===== src/rtl/priority_decoder_pipe_if.sv =====
// Handshake bundle for priority_decoder_pipe.
//   in_valid/in_ready/in        : binary index from the producer
//   out_valid/out_ready/out     : one-hot word of the head entry to the consumer
//   out_err                     : head entry index was out of range (>= m)
//   seen/seen_clr               : sticky mask of popped words and its clear
// slave  : the decoder side
// master : the producer/consumer side driving the decoder
interface priority_decoder_pipe_if #(
    parameter int unsigned m = 8,
    parameter int unsigned n = 3
);
    logic         in_valid;
    logic         in_ready;
    logic [n-1:0] in;
    logic         out_valid;
    logic         out_ready;
    logic [m-1:0] out;
    logic         out_err;
    logic [m-1:0] seen;
    logic         seen_clr;

    modport slave (
        input  in_valid,
        output in_ready,
        input  in,
        output out_valid,
        input  out_ready,
        output out,
        output out_err,
        output seen,
        input  seen_clr
    );

    modport master (
        output in_valid,
        input  in_ready,
        output in,
        input  out_valid,
        output out_ready,
        input  out,
        input  out_err,
        input  seen,
        output seen_clr
    );
endinterface


===== src/rtl/priority_decoder_pipe.sv =====
// Registered binary-to-one-hot decoder with a 2-entry output buffer.
// An index accepted over the in handshake is decoded at push time and stored;
// the head entry is presented on out/out_err. Out-of-range indices (>= m) are
// stored as an all-zero word with out_err set. seen accumulates every word
// popped downstream until seen_clr.
// Ports:
//   clk  : rising-edge clock
//   rst  : asynchronous active-high reset
//   bus  : priority_decoder_pipe_if.slave (index in, one-hot out, seen mask)
module priority_decoder_pipe #(
    parameter int unsigned m = 8,
    parameter int unsigned n = 3
) (
    input logic                   clk,
    input logic                   rst,
    priority_decoder_pipe_if.slave bus
);

    typedef enum logic [1:0] {
        StEmpty = 2'd0,
        StOne   = 2'd1,
        StFull  = 2'd2
    } state_e;

    state_e       state_q, state_d;
    logic [m-1:0] head_word_q, head_word_d;
    logic         head_err_q, head_err_d;
    logic [m-1:0] tail_word_q, tail_word_d;
    logic         tail_err_q, tail_err_d;
    logic [m-1:0] seen_q, seen_d;

    logic [m-1:0] dec_word;
    logic         dec_err;
    logic         in_ready;
    logic         out_valid;
    logic         push;
    logic         pop;

    // Ready comes from state alone so out_ready never reaches in_ready.
    assign in_ready  = (state_q != StFull);
    assign out_valid = (state_q != StEmpty);
    assign push      = bus.in_valid & in_ready;
    assign pop       = out_valid & bus.out_ready;

    assign bus.in_ready  = in_ready;
    assign bus.out_valid = out_valid;
    assign bus.out       = head_word_q;
    assign bus.out_err   = head_err_q;
    assign bus.seen      = seen_q;

    // Decode; an index >= m yields no line and flags the error instead.
    always_comb begin
        dec_word = '0;
        for (int unsigned i = 0; i < m; i++) begin
            dec_word[i] = (32'(bus.in) == i);
        end
        dec_err = (32'(bus.in) >= m);
    end

    // Head slot is zeroed whenever the buffer drains so out/out_err read 0
    // while out_valid is low without any output gating.
    always_comb begin
        state_d     = state_q;
        head_word_d = head_word_q;
        head_err_d  = head_err_q;
        tail_word_d = tail_word_q;
        tail_err_d  = tail_err_q;

        case (state_q)
            StEmpty: begin
                if (push) begin
                    state_d     = StOne;
                    head_word_d = dec_word;
                    head_err_d  = dec_err;
                end
            end
            StOne: begin
                if (push && !pop) begin
                    state_d     = StFull;
                    tail_word_d = dec_word;
                    tail_err_d  = dec_err;
                end else if (push && pop) begin
                    head_word_d = dec_word;
                    head_err_d  = dec_err;
                end else if (pop) begin
                    state_d     = StEmpty;
                    head_word_d = '0;
                    head_err_d  = 1'b0;
                end
            end
            StFull: begin
                if (pop) begin
                    state_d     = StOne;
                    head_word_d = tail_word_q;
                    head_err_d  = tail_err_q;
                    tail_word_d = '0;
                    tail_err_d  = 1'b0;
                end
            end
            default: begin
                state_d     = StEmpty;
                head_word_d = '0;
                head_err_d  = 1'b0;
                tail_word_d = '0;
                tail_err_d  = 1'b0;
            end
        endcase
    end

    // Clear applies before the pop is merged, so a same-cycle pop survives.
    always_comb begin
        seen_d = bus.seen_clr ? '0 : seen_q;
        if (pop) begin
            seen_d = seen_d | head_word_q;
        end
    end

    always_ff @(posedge clk or posedge rst) begin
        if (rst) begin
            state_q     <= StEmpty;
            head_word_q <= '0;
            head_err_q  <= 1'b0;
            tail_word_q <= '0;
            tail_err_q  <= 1'b0;
            seen_q      <= '0;
        end else begin
            state_q     <= state_d;
            head_word_q <= head_word_d;
            head_err_q  <= head_err_d;
            tail_word_q <= tail_word_d;
            tail_err_q  <= tail_err_d;
            seen_q      <= seen_d;
        end
    end

endmodule


===== src/flat_wrapper.sv =====
// flat-port wrapper written by rule: the top's interface ports become plain ports
module priority_decoder_pipe_flat 
#(
    parameter int unsigned m = 8,
    parameter int unsigned n = 3
)
  (clk, rst, bus_in_valid, bus_in_ready, bus_in, bus_out_valid, bus_out_ready, bus_out, bus_out_err, bus_seen, bus_seen_clr);
  priority_decoder_pipe_if #(.m(m), .n(n)) bus_i ();
  input logic clk;
  input logic rst;
  input wire logic [$bits(bus_i.in_valid)-1:0] bus_in_valid;
  output wire logic [$bits(bus_i.in_ready)-1:0] bus_in_ready;
  input wire logic [$bits(bus_i.in)-1:0] bus_in;
  output wire logic [$bits(bus_i.out_valid)-1:0] bus_out_valid;
  input wire logic [$bits(bus_i.out_ready)-1:0] bus_out_ready;
  output wire logic [$bits(bus_i.out)-1:0] bus_out;
  output wire logic [$bits(bus_i.out_err)-1:0] bus_out_err;
  output wire logic [$bits(bus_i.seen)-1:0] bus_seen;
  input wire logic [$bits(bus_i.seen_clr)-1:0] bus_seen_clr;
  assign bus_i.in_valid = bus_in_valid;
  assign bus_in_ready = bus_i.in_ready;
  assign bus_i.in = bus_in;
  assign bus_out_valid = bus_i.out_valid;
  assign bus_i.out_ready = bus_out_ready;
  assign bus_out = bus_i.out;
  assign bus_out_err = bus_i.out_err;
  assign bus_seen = bus_i.seen;
  assign bus_i.seen_clr = bus_seen_clr;
  priority_decoder_pipe #(.m(m), .n(n)) u_core (.clk(clk), .rst(rst), .bus(bus_i));
endmodule

===== config.mk =====
export PLATFORM = sky130hd
export DESIGN_NAME = priority_decoder_pipe_flat
export DESIGN_NICKNAME = d
export VERILOG_FILES = /design/src/rtl/priority_decoder_pipe_if.sv /design/src/rtl/priority_decoder_pipe.sv /design/src/flat_wrapper.sv
export SDC_FILE = /design/constraint.sdc
export NUM_CORES = 1
export LEC_CHECK = 0
export CORE_MARGIN = 2
export CORE_UTILIZATION = 45
export CTS_CLUSTER_SIZE = 12
export DETAILED_ROUTE_END_ITERATION = 8
export GPL_TIMING_DRIVEN = 0
export PLACE_DENSITY = 0.75
export SYNTH_ARGS = -nofsm -noshare
export SYNTH_HDL_FRONTEND = slang
export SYNTH_SLANG_ARGS = --single-unit

===== constraint.sdc =====
create_clock -name clk -period 1.3 [get_ports clk]
set_input_delay 0.26 -clock clk [delete_from_list [all_inputs] [get_ports clk]]
set_output_delay 0.26 -clock clk [all_outputs]
set_load 0.02 [all_outputs]

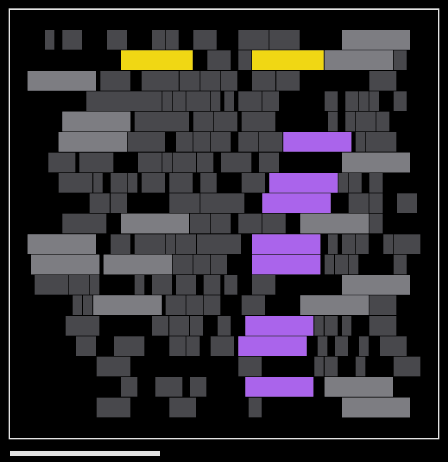
**Above:** run 1 (sequential cells grouped by signal name).
Scale bar: 20 µm. Other sequential cells in the stronger gray, the rest of the logic in the fainter gray.
- `u_core.state_q`: yellow (placed flops 2)
- `u_core.bus.out`: purple (placed flops 8)
final design utilization: 64.91%
fraction of area in registers: 37.13%
sequential power: 960 µW
Register Area: 653.1 µm²

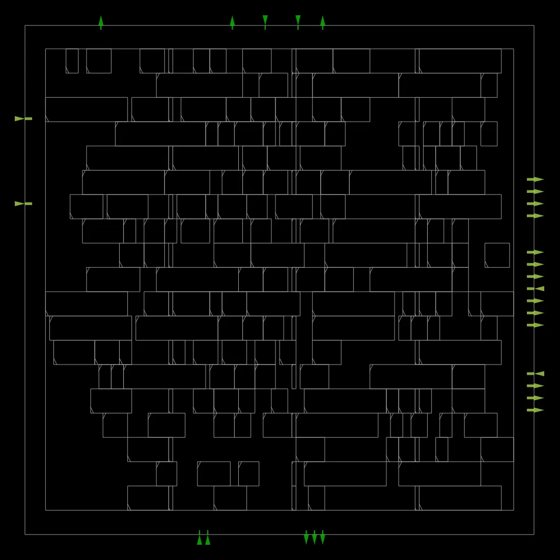
**Above:** run 1 (placement view).
# Taps: 31
flop count: 26
core area: 2710 µm²

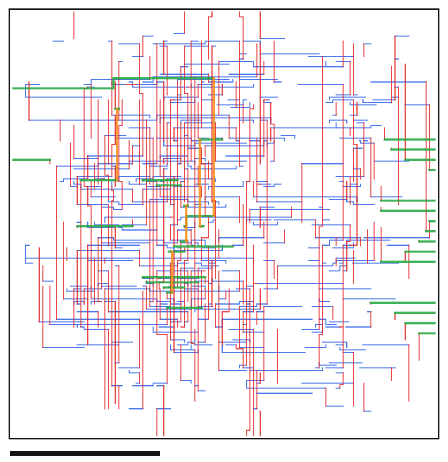
**Above:** run 1 (wiring by layer).
Scale bar: 20 µm.
- metal 4: orange (wire length 49.6 µm)
- metal 3: green (wire length 161 µm)
- metal 1: blue (wire length 1330 µm)
- metal 2: red (wire length 1610 µm)
total track usage: 18.97%
WL final: 3154 µm

==> flow_metrics.py, run 1 <==
# Generated from Yosys and OpenROAD reports
metrics = {
    "run_status": {
        "outcome": "finished with violations",
        "violations": "negative setup slack",
    },
    "synthesis": {
        "post-synth-top-count-cell": "dfrtp_1",
        "synth.cellmix.compoundShare_pct": 26.51,
        "yosysUniqueCellTypes": 28,
        "top_cell_area_share_pct": 51.43,
        "ff_type": "dfrtp_1",
        "yosysTopAreaCell": "dfrtp_1",
        "syn_inst": 129,
        "ys_seq_share_pct": 51.43,
        "avgSynthCellArea_um2": 9.806,
        "simple_gate_area_share_pct": 13.95,
        "topCellsByArea": "dfrtp_1 (51%), nand2_1 (5.6%), a22o_1 (5.5%)",
        "syn-cell-area_um2": 1265,
        "syn_nets": 137,
        "edf_count": 0,
        "ys_seq_elements": 26,
        "ys_area_um2": 1265,
        "async_flop_share_pct": 100.0,
        "ys_top_cells_by_count": "dfrtp_1 (26), nand2_1 (19), inv_1 (11)",
        "ys_cells": 129,
        "synth-xor-area-share_pct": 0.6924,
        "logic_family": "AND-OR/OR-AND gates",
        "yosys_warnings": 0,
        "ys_sh_mux_pct": 0.8902,
        "fa_ha_area_share_pct": 0,
    },
    "finish": {
        "n_clock_buffer": 3,
        "num-fill-cells": 224,
        "final_layout_top_logic_cells": "dfrtp_1 (24), nand2_1 (15), clkbuf_2 (13), buf_4 (13), inv_1 (10)",
        "fin_cells": 200,
        "comb_area_share_pct": 37.27,
        "inv_count": 11,
        "final-nonclk-buf-share_pct": 19.56,
        "clk_share_pct": 1.280,
        "n_antenna_cell": 0,
        "comb_area_um2": 655.6,
        "drive_gt1_share_pct": 39.05,
        "nMultiInputCombCells": 84,
        "final_nets": 179,
        "largest_cell_class": "logic gates",
        "fin_area_um2": 1759,
        "layout_top_cell": "dfrtp_1",
        "synthToLayoutAreaGrowth_pct": 39.07,
        "buffers": 45,
    },
    "worst_setup_path": {
        "crit_path_end": "bus_out_valid",
        "crit_type": "reg -> out",
        "crit_path_cell_trace": "buf_4 -> or2_4 -> buf_6",
        "crit_path_max_fanout": 3,
        "critPathTopFamily": "flip-flops",
        "critPathRequiredTime_ns": 1.04,
        "end_kind": "output port",
        "arrival_ns": 1.25,
        "worstSetupStartpoint": "u_core.state_q[1]",
        "cp_num_buf_inv": 2,
        "cp-start-kind": "flop",
        "crit_cells": 3,
        "r2r-start": "u_core.state_q[1]",
        "critPathSlowestCell": "dfrtp_2",
        "max_stage_delay_ns": 0.45,
        "reg2reg_slack_ns": -0.20,
        "timing.rr.end": "u_core.bus.out[2]",
        "rr_worst_depth": 5,
    },
    "floorplan": {
        "die-height_um": 57.02,
        "num_io_pins": 27,
        "fp_util_pct": 46.68,
        "num_rows": 19,
        "dieArea_um2": 3251,
        "die_w_um": 57.02,
    },
    "power": {
        "peakVddDrop_mv": 0.8070,
        "powerDensity_nw_per_um2": 1218,
        "p_leak_uw": 0.0007996,
        "power_uw": 2144,
    },
    "cts": {
        "post_cts_buffers": 10,
        "cts_tree": "done",
        "numCtsBuffers": 3,
        "post_cts_resize_count": 62,
        "postCtsHoldBufs": 0,
        "clk_pin_slew_worst_paths_ns": 0.14,
        "root_buffer": "clkbuf_4",
        "cts.htree.levels": 1,
        "cts_max_path_buffers": 2,
        "cts_sinks": 26,
        "clock_latency_ns": 0.31,
    },
    "worst_hold_path": {
        "hold_path_end": "u_core.state_q[1]",
        "worstHoldStart": "bus_out_ready",
        "hp-class": "in -> reg",
        "min_delay_path_depth": 2,
    },
    "global_route": {
        "grt_pass1_wl_um": 4940,
        "overflow": 0,
        "grt_max_degree": 27,
        "antenna_found_initial": 0,
        "grt_pass1_vias": 1089,
    },
    "timing": {
        "tightest_slew_ns": 0.5574,
        "fin_crit_ns": 1.510,
        "post-route-period-util_pct": 116.2,
        "relSlewSlack_pct": 62.76,
        "rsz0062_at_grt": "yes",
        "holdWs_ns": 0.2429,
        "finalWorstSetupSlack_ns": -0.2102,
        "fin_skew_ns": 0.004847,
        "max_freq_mhz": 662.1,
        "finalMaxSlewViolations": 0,
        "setup_viol": 18,
        "hold_violations": 0,
        "fin_tns_setup_ns": -2.090,
    },
    "detailed_routing": {
        "viasPerCell": 5.745,
        "num_vias": 1149,
        "ant_nets": 0,
        "firstDrtPassIters": 4,
        "wire_per_inst_um": 15.77,
        "drt_iter0_markers": 35,
        "drc": 0,
    },
    "placement": {
        "numPortBuffers": 24,
        "place_area_um2": 1548,
        "place_hpwl_um": 1995,
        "dp.cells": 184,
        "gp_congestion": 0.7445,
        "dpl_worst_slack_ns": -0.5393,
    },
    "flow_run": {
        "warnings": 28,
        "cap_violations": 0,
    },
}
[run 1: power by group]
part           internal [µW]  leakage, µW  switching (µW)  total (µW)
clock network            108    0.0000138             231         339
registers                895     0.000354            64.9         960
logic                    378     0.000432             467         845
total                   1380     0.000800             763        2140
[run 1: kinds of logic after synthesis]
kind of cell,after synthesis
muxes,1
and+or+nand+nor,36
DFF,26
AOI/OAI and AO/OA,45
buffers and inverters,19
xor gates and xnor gates,1
other,1
[run 1: metal layers]
| layer | wire length, µm | up-vias | part of all wire [%] | GRT usage [%] |
|---|---|---|---|---|
| met3 | 161 | 10 | 5.1 | 2.268 |
| met4 | 49 | 0 | 1.6 | 3.654 |
| met1 | 1328 | 553 | 42 | 25.26 |
| met5 | 0 | - | 0 | 0 |
| met2 | 1614 | 43 | 51 | 33.66 |
| li1 | - | 543 | - | - |
**Run 1: selected gate families**

Scale bar: 20 µm.
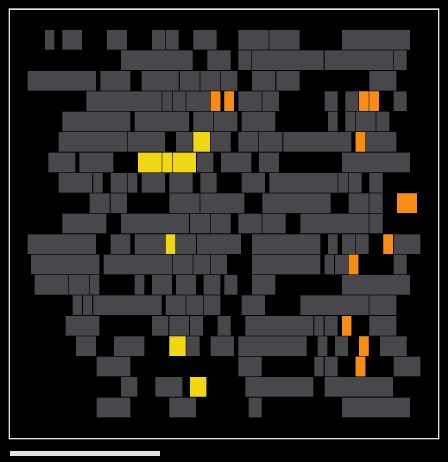

==> run 1 -> run 2 <==
--- a/config.mk
+++ b/config.mk
@@ -5,12 +5,14 @@
 export SDC_FILE = /design/constraint.sdc
 export NUM_CORES = 1
 export LEC_CHECK = 0
+export ABC_AREA = 1
 export CORE_MARGIN = 2
 export CORE_UTILIZATION = 45
+export CTS_BUF_LIST = sky130_fd_sc_hd__clkbuf_16
 export CTS_CLUSTER_SIZE = 12
 export DETAILED_ROUTE_END_ITERATION = 8
 export GPL_TIMING_DRIVEN = 0
-export PLACE_DENSITY = 0.75
+export PLACE_DENSITY = 0.73
 export SYNTH_ARGS = -nofsm -noshare
 export SYNTH_HDL_FRONTEND = slang
 export SYNTH_SLANG_ARGS = --single-unit
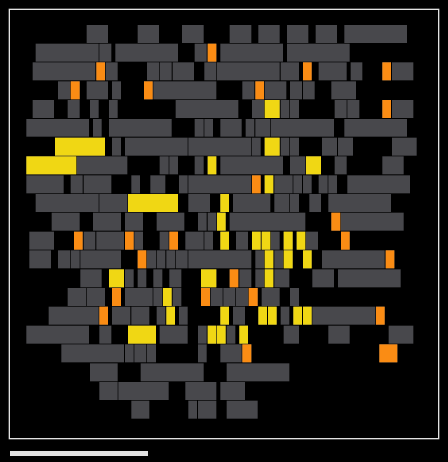
**Above:** run 2 (selected gate families).
Scale bar: 20 µm.
- inv cells: orange (cells 24)
- nor cells: yellow (cells 32)
Non-Filler Instances: 278
logic share of the area: 36.55%
most numerous logic cell after layout: nand2_1

==> flow_metrics.py, run 2 <==
# Generated from Yosys and OpenROAD reports
metrics = {
    "power": {
        "power_frac_seq_pct": 27.6,
        "internal_power_uw": 2440,
        "clock_power_share_pct": 22.6,
        "powerDensity_nw_per_um2": 1939,
        "switchingPower_uw": 1556,
        "p_leak_uw": 0.001089,
        "power_leader": "combinational logic",
        "pg_comb_uw": 1990,
        "combPwrFrac_pct": 49.8,
        "swShare_pct": 38.94,
        "seq-power_uw": 1100,
        "peakVddDrop_mv": 1.233,
        "clk-power_uw": 902,
        "power_uw": 3997,
    },
    "cts": {
        "clock_latency_ns": 0.26,
        "cts.htree.levels": 1,
        "root_buffer": "clkbuf_16",
        "cts_sinks": 26,
        "cts_max_path_buffers": 2,
        "post_cts_resize_count": 36,
        "numCtsBuffers": 3,
        "postCtsHoldBufs": 0,
        "post_cts_buffers": 6,
        "clk_pin_slew_worst_paths_ns": 0.07,
    },
    "finish": {
        "flop-count": 26,
        "n_antenna_cell": 0,
        "comb_area_um2": 753.2,
        "n_clock_buffer": 3,
        "seqCellArea_um2": 650.6,
        "drive_gt1_share_pct": 26.72,
        "final_layout_top_logic_cells": "nand2_1 (50), dfrtp_1 (26), nor2_1 (23)",
        "final_nets": 241,
        "final-nonclk-buf-share_pct": 19.43,
        "nMultiInputCombCells": 136,
        "largest_cell_class": "logic gates",
        "clk_share_pct": 5.100,
        "num-fill-cells": 302,
        "synthToLayoutAreaGrowth_pct": 36.45,
        "sh_seq_area_pct": 31.57,
        "inv_count": 24,
        "final_util_pct": 62.74,
        "buffers": 42,
    },
    "worst_setup_path": {
        "arrival_ns": 1.10,
        "reg2reg_slack_ns": -0.01,
        "worstSetupStartpoint": "u_core.state_q[1]",
        "crit_type": "reg -> out",
        "crit_path_end": "bus_out_valid",
        "timing.rr.end": "u_core.bus.out[4]",
        "critPathRequiredTime_ns": 1.04,
        "cp_num_buf_inv": 3,
        "critPathTopFamily": "flip-flops",
        "crit_cells": 4,
        "crit_path_max_fanout": 7,
        "crit_path_cell_trace": "inv_2 -> nand2_4 -> buf_8 -> buf_6",
        "critPathSlowestCell": "dfrtp_1",
        "end_kind": "output port",
        "max_stage_delay_ns": 0.40,
        "cp-start-kind": "flop",
        "rr_worst_depth": 8,
    },
    "synthesis": {
        "yosys_warnings": 0,
        "ys_seq_share_pct": 43.08,
        "async_flop_share_pct": 100.0,
        "syn-cell-area_um2": 1510,
        "syn_nets": 199,
        "top_cell_area_share_pct": 43.08,
        "ys_cells": 191,
        "edf_count": 0,
        "topCellsByArea": "dfrtp_1 (43%), nand2_1 (14%), nor2_1 (6.7%)",
        "avgSynthCellArea_um2": 7.907,
        "yosysUniqueCellTypes": 22,
        "ys_seq_elements": 26,
        "ys_area_um2": 1510,
        "syn_inst": 191,
        "ff_type": "dfrtp_1",
        "yosysTopAreaCell": "dfrtp_1",
        "post-synth-top-count-cell": "nand2_1",
    },
    "timing": {
        "hold_violations": 0,
        "fin_tns_setup_ns": -0.1333,
        "rsz0062_at_grt": "yes",
        "holdWs_ns": 0.4024,
        "max_freq_mhz": 737.6,
        "post-route-period-util_pct": 104.3,
        "finalWorstSetupSlack_ns": -0.05578,
        "setup_viol": 9,
        "finalMaxSlewViolations": 0,
        "fin_skew_ns": 0.003238,
        "relSlewSlack_pct": 62.33,
        "fin_crit_ns": 1.356,
    },
    "detailed_routing": {
        "wl_met1_um": 1529,
        "num_vias": 1293,
        "wire_per_inst_um": 11.82,
        "drt_iter0_markers": 35,
        "ant_nets": 0,
        "viasPerCell": 4.651,
        "firstDrtPassIters": 4,
        "highest_layer": "met4",
        "route.met3.wl_um": 116,
        "met2_length_um": 1593,
    },
    "global_route": {
        "grt_pass1_vias": 1179,
        "met3_usage_pct": 2.484,
        "grt_util_met2_pct": 29.77,
        "top_usage_layer": "met2",
        "grt_pass1_wl_um": 5133,
        "overflow": 0,
        "gr-usage-met1_pct": 23.97,
        "antenna_found_initial": 0,
        "grt_usage_pct": 18.09,
    },
    "placement": {
        "gp_congestion": 0.8342,
        "numPortBuffers": 25,
        "place_hpwl_um": 2226,
        "place_area_um2": 1818,
        "dpl_worst_slack_ns": -0.3901,
        "dp.cells": 262,
    },
    "floorplan": {
        "die_w_um": 61.93,
        "fp_util_pct": 45.98,
        "taps": 46,
        "num_rows": 21,
        "core-area_um2": 3284,
        "dieArea_um2": 3835,
        "num_io_pins": 27,
        "die-height_um": 61.93,
    },
    "flow_run": {
        "warnings": 28,
        "cap_violations": 0,
    },
    "worst_hold_path": {
        "hp-class": "in -> async",
    },
    "run_status": {
        "outcome": "finished with violations",
        "violations": "negative setup slack",
    },
}
## run 2: netlist changes by cell type after synthesis, moves of 7 or more
cell and change:
nor2_1 +25, a22o_1 -8, nand2_1 +36, o22ai_1 -7, inv_1 +7, nand3_1 +16
## run 2: logic make-up (layout without fill, tap and decap cells)
logic type,count (synthesis),count (layout),share of synthesized area (%)
and+or+nand+nor,114,114,37.95
AOI/OAI and AO/OA,21,21,8.202
DFF,26,26,43.08
buffers and inverters,29,70,10.52
other,1,1,0.2483
## run 2: worst min-delay path by stage
stage | endpoint | slack (ns)
floorplan | u_core.bus.out[0] | 0.30
CTS | u_core.bus.out[3] | 0.51
finish | u_core.tail_word_q[4] | 0.40
global route | u_core.bus.seen[1] | 0.47
global placement | u_core.bus.out[2] | 0.49
detailed placement | u_core.bus.out[3] | 0.50
**Run 2: wiring by layer**

Scale bar: 20 µm.
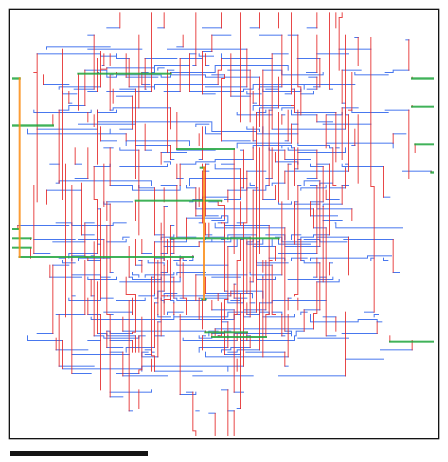

==> run 2 -> run 3 <==
--- a/config.mk
+++ b/config.mk
@@ -12,7 +12,7 @@
 export CTS_CLUSTER_SIZE = 12
 export DETAILED_ROUTE_END_ITERATION = 8
 export GPL_TIMING_DRIVEN = 0
-export PLACE_DENSITY = 0.73
+export PLACE_DENSITY = 0.81
 export SYNTH_ARGS = -nofsm -noshare
 export SYNTH_HDL_FRONTEND = slang
 export SYNTH_SLANG_ARGS = --single-unit
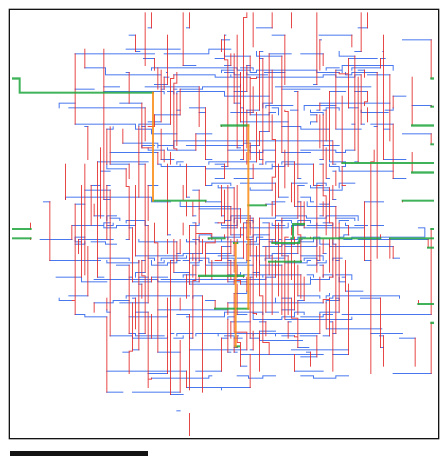
**Above:** run 3 (wiring by layer).
Scale bar: 20 µm.
- metal 3: green (wire length 114 µm)
- metal 2: red (wire length 1630 µm)
- metal 1: blue (wire length 1450 µm)
- metal 4: orange (wire length 57.1 µm)
routed vias: 1315
total track usage: 18.00%

==> flow_metrics.py, run 3 <==
# Generated from Yosys and OpenROAD reports
metrics = {
    "run_status": {
        "outcome": "finished with violations",
        "violations": "negative setup slack",
    },
    "synthesis": {
        "avgSynthCellArea_um2": 7.907,
        "synth.cellmix.compoundShare_pct": 8.202,
        "syn-cell-area_um2": 1510,
        "topCellsByArea": "dfrtp_1 (43%), nand2_1 (14%), nor2_1 (6.7%)",
        "post-synth-top-count-cell": "nand2_1",
        "ys_area_um2": 1510,
        "logic_family": "simple AND/OR/NAND/NOR gates",
        "yosysUniqueCellTypes": 22,
        "yosys_warnings": 0,
        "yosysTopAreaCell": "dfrtp_1",
        "synth-xor-area-share_pct": 0,
        "ys_seq_elements": 26,
        "syn_nets": 199,
        "fa_ha_area_share_pct": 0,
        "ys_sh_mux_pct": 0,
        "top_cell_area_share_pct": 43.08,
        "simple_gate_area_share_pct": 37.95,
        "ff_type": "dfrtp_1",
        "edf_count": 0,
        "ys_top_cells_by_count": "nand2_1 (55), nor2_1 (27), dfrtp_1 (26)",
        "syn_inst": 191,
        "async_flop_share_pct": 100.0,
        "ys_seq_share_pct": 43.08,
        "ys_cells": 191,
    },
    "global_route": {
        "overflow": 0,
        "grt_max_degree": 27,
        "grt_util_met2_pct": 30.08,
        "antenna_found_initial": 0,
        "met3_usage_pct": 3.313,
        "grt_pass1_vias": 1149,
        "top_usage_layer": "met2",
        "gr-usage-met1_pct": 22.97,
        "grt_pass1_wl_um": 5057,
    },
    "timing": {
        "finalWorstSetupSlack_ns": -0.08602,
        "tightest_slew_ns": 0.5692,
        "relSlewSlack_pct": 61.97,
        "max_freq_mhz": 721.5,
        "setup_viol": 7,
        "fin_tns_setup_ns": -0.1436,
        "fin_skew_ns": 0.003426,
        "fin_crit_ns": 1.386,
        "rsz0062_at_grt": "yes",
        "post-route-period-util_pct": 106.6,
        "hold_violations": 0,
        "finalMaxSlewViolations": 0,
        "holdWs_ns": 0.3987,
    },
    "worst_setup_path": {
        "arrival_ns": 1.13,
        "rr_worst_depth": 7,
        "timing.rr.end": "u_core.bus.out[4]",
        "critPathRequiredTime_ns": 1.04,
        "r2r-start": "u_core.state_q[0]",
        "crit_path_end": "bus_out_valid",
        "crit_type": "reg -> out",
        "cp-start-kind": "flop",
        "worstSetupStartpoint": "u_core.state_q[1]",
        "crit_path_max_fanout": 4,
        "end_kind": "output port",
        "reg2reg_slack_ns": -0.01,
    },
    "power": {
        "swShare_pct": 38.59,
        "power_leader": "combinational logic",
        "p_leak_uw": 0.001095,
        "peakVddDrop_mv": 1.397,
        "internal_power_uw": 2410,
        "switchingPower_uw": 1515,
        "power_uw": 3925,
        "clock_power_share_pct": 22.8,
        "powerDensity_nw_per_um2": 1911,
        "clk-power_uw": 894,
        "combPwrFrac_pct": 48.9,
        "power_frac_seq_pct": 28.4,
        "pg_comb_uw": 1920,
        "seq-power_uw": 1110,
    },
    "worst_hold_path": {
        "hp-class": "in -> async",
    },
    "finish": {
        "final_layout_top_logic_cells": "nand2_1 (51), dfrtp_1 (26), nor2_1 (25)",
        "synthToLayoutAreaGrowth_pct": 35.96,
        "drive_gt1_share_pct": 25.11,
        "n_antenna_cell": 0,
        "final_nets": 240,
        "final_util_pct": 62.51,
        "layout_top_cell": "nand2_1",
        "fin_area_um2": 2053,
        "fin_cells": 277,
    },
    "placement": {
        "place_area_um2": 1818,
        "dp.cells": 262,
        "numPortBuffers": 25,
        "gp_congestion": 0.8209,
        "dpl_worst_slack_ns": -0.3778,
        "place_hpwl_um": 2291,
    },
    "cts": {
        "clock_latency_ns": 0.26,
        "cts_tree": "done",
        "numCtsBuffers": 3,
        "cts.htree.levels": 1,
        "cts_max_path_buffers": 2,
        "root_buffer": "clkbuf_16",
        "clk_pin_slew_worst_paths_ns": 0.07,
        "cts_sinks": 26,
        "postCtsHoldBufs": 0,
    },
    "floorplan": {
        "dieArea_um2": 3835,
        "num_rows": 21,
        "core-area_um2": 3284,
        "num_io_pins": 27,
        "die_w_um": 61.93,
        "die-height_um": 61.93,
        "fp_util_pct": 45.98,
    },
    "detailed_routing": {
        "wire_per_inst_um": 11.72,
        "ant_nets": 0,
        "drc": 0,
        "met2_length_um": 1630,
        "wl_met1_um": 1445,
        "firstDrtPassIters": 4,
        "highest_layer": "met4",
        "wl_um": 3246,
        "viasPerCell": 4.747,
        "route.met3.wl_um": 113,
        "drt_iter0_markers": 59,
    },
    "flow_run": {
        "warnings": 28,
        "cap_violations": 0,
    },
}
[run 3: layout make-up]
cell class                      count  area, µm²
Inverter                           24      93.84
Sequential cell                    26      650.6
Multi-Input combinational cell    136      750.7
Fill cell                         287       1231
Buffer                              5      68.82
Clock buffer                        3      75.07
Timing Repair Buffer               36      326.6
Clock inverter                      1      30.03
Tap cell                           46      57.56
[run 3: timing repair]
action | 4_1_cts | 5_1_grt
pin swaps | 0 | 3
resized | 32 | 18
buffers inserted | 3 | 8
setup endpoints to repair | 30 | 40
[run 3: critical path, cell delays in order, from the launching register on]
cell     delay [ns]
dfrtp_1        0.42
inv_2          0.12
nand2_4        0.07
buf_8          0.13
buf_6          0.12

==> notes/layouts.md <==
Pictures saved along the way, in no particular order.

Placed cells, one color a class.
Scale bar: 20 µm. Fill, decap, tap and diode cells in gray.
picture 1
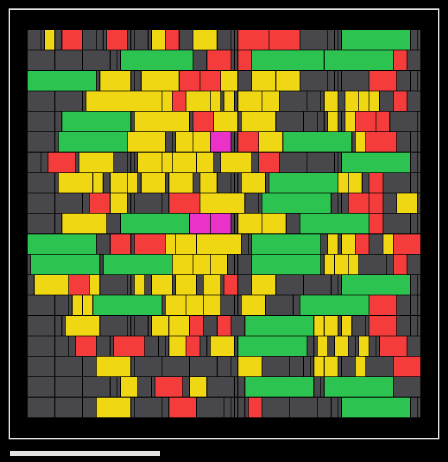
picture 2
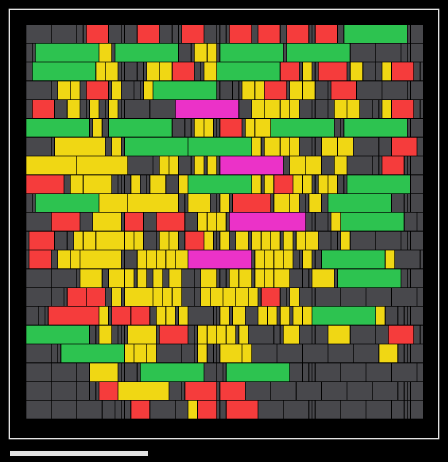
picture 3
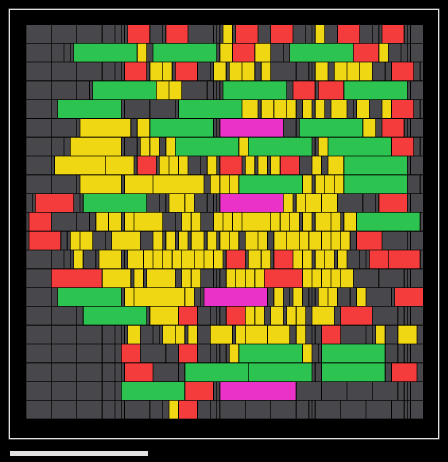
picture 3: run 3
picture 2: run 2
picture 1: run 1
Of these, smallest die: picture 1

Key to picture 3:
- sequential cells: green (cells 26; share of their area 33%)
- remaining buffers and delay cells: red (cells 41; share of their area 20%)
- clock drivers and dummy loads: magenta (cells 4; share of their area 5.3%)
- combinational and other logic: yellow (cells 160; share of their area 42%)

Power figures rest on the tool's default switching activity, not on a simulated workload.
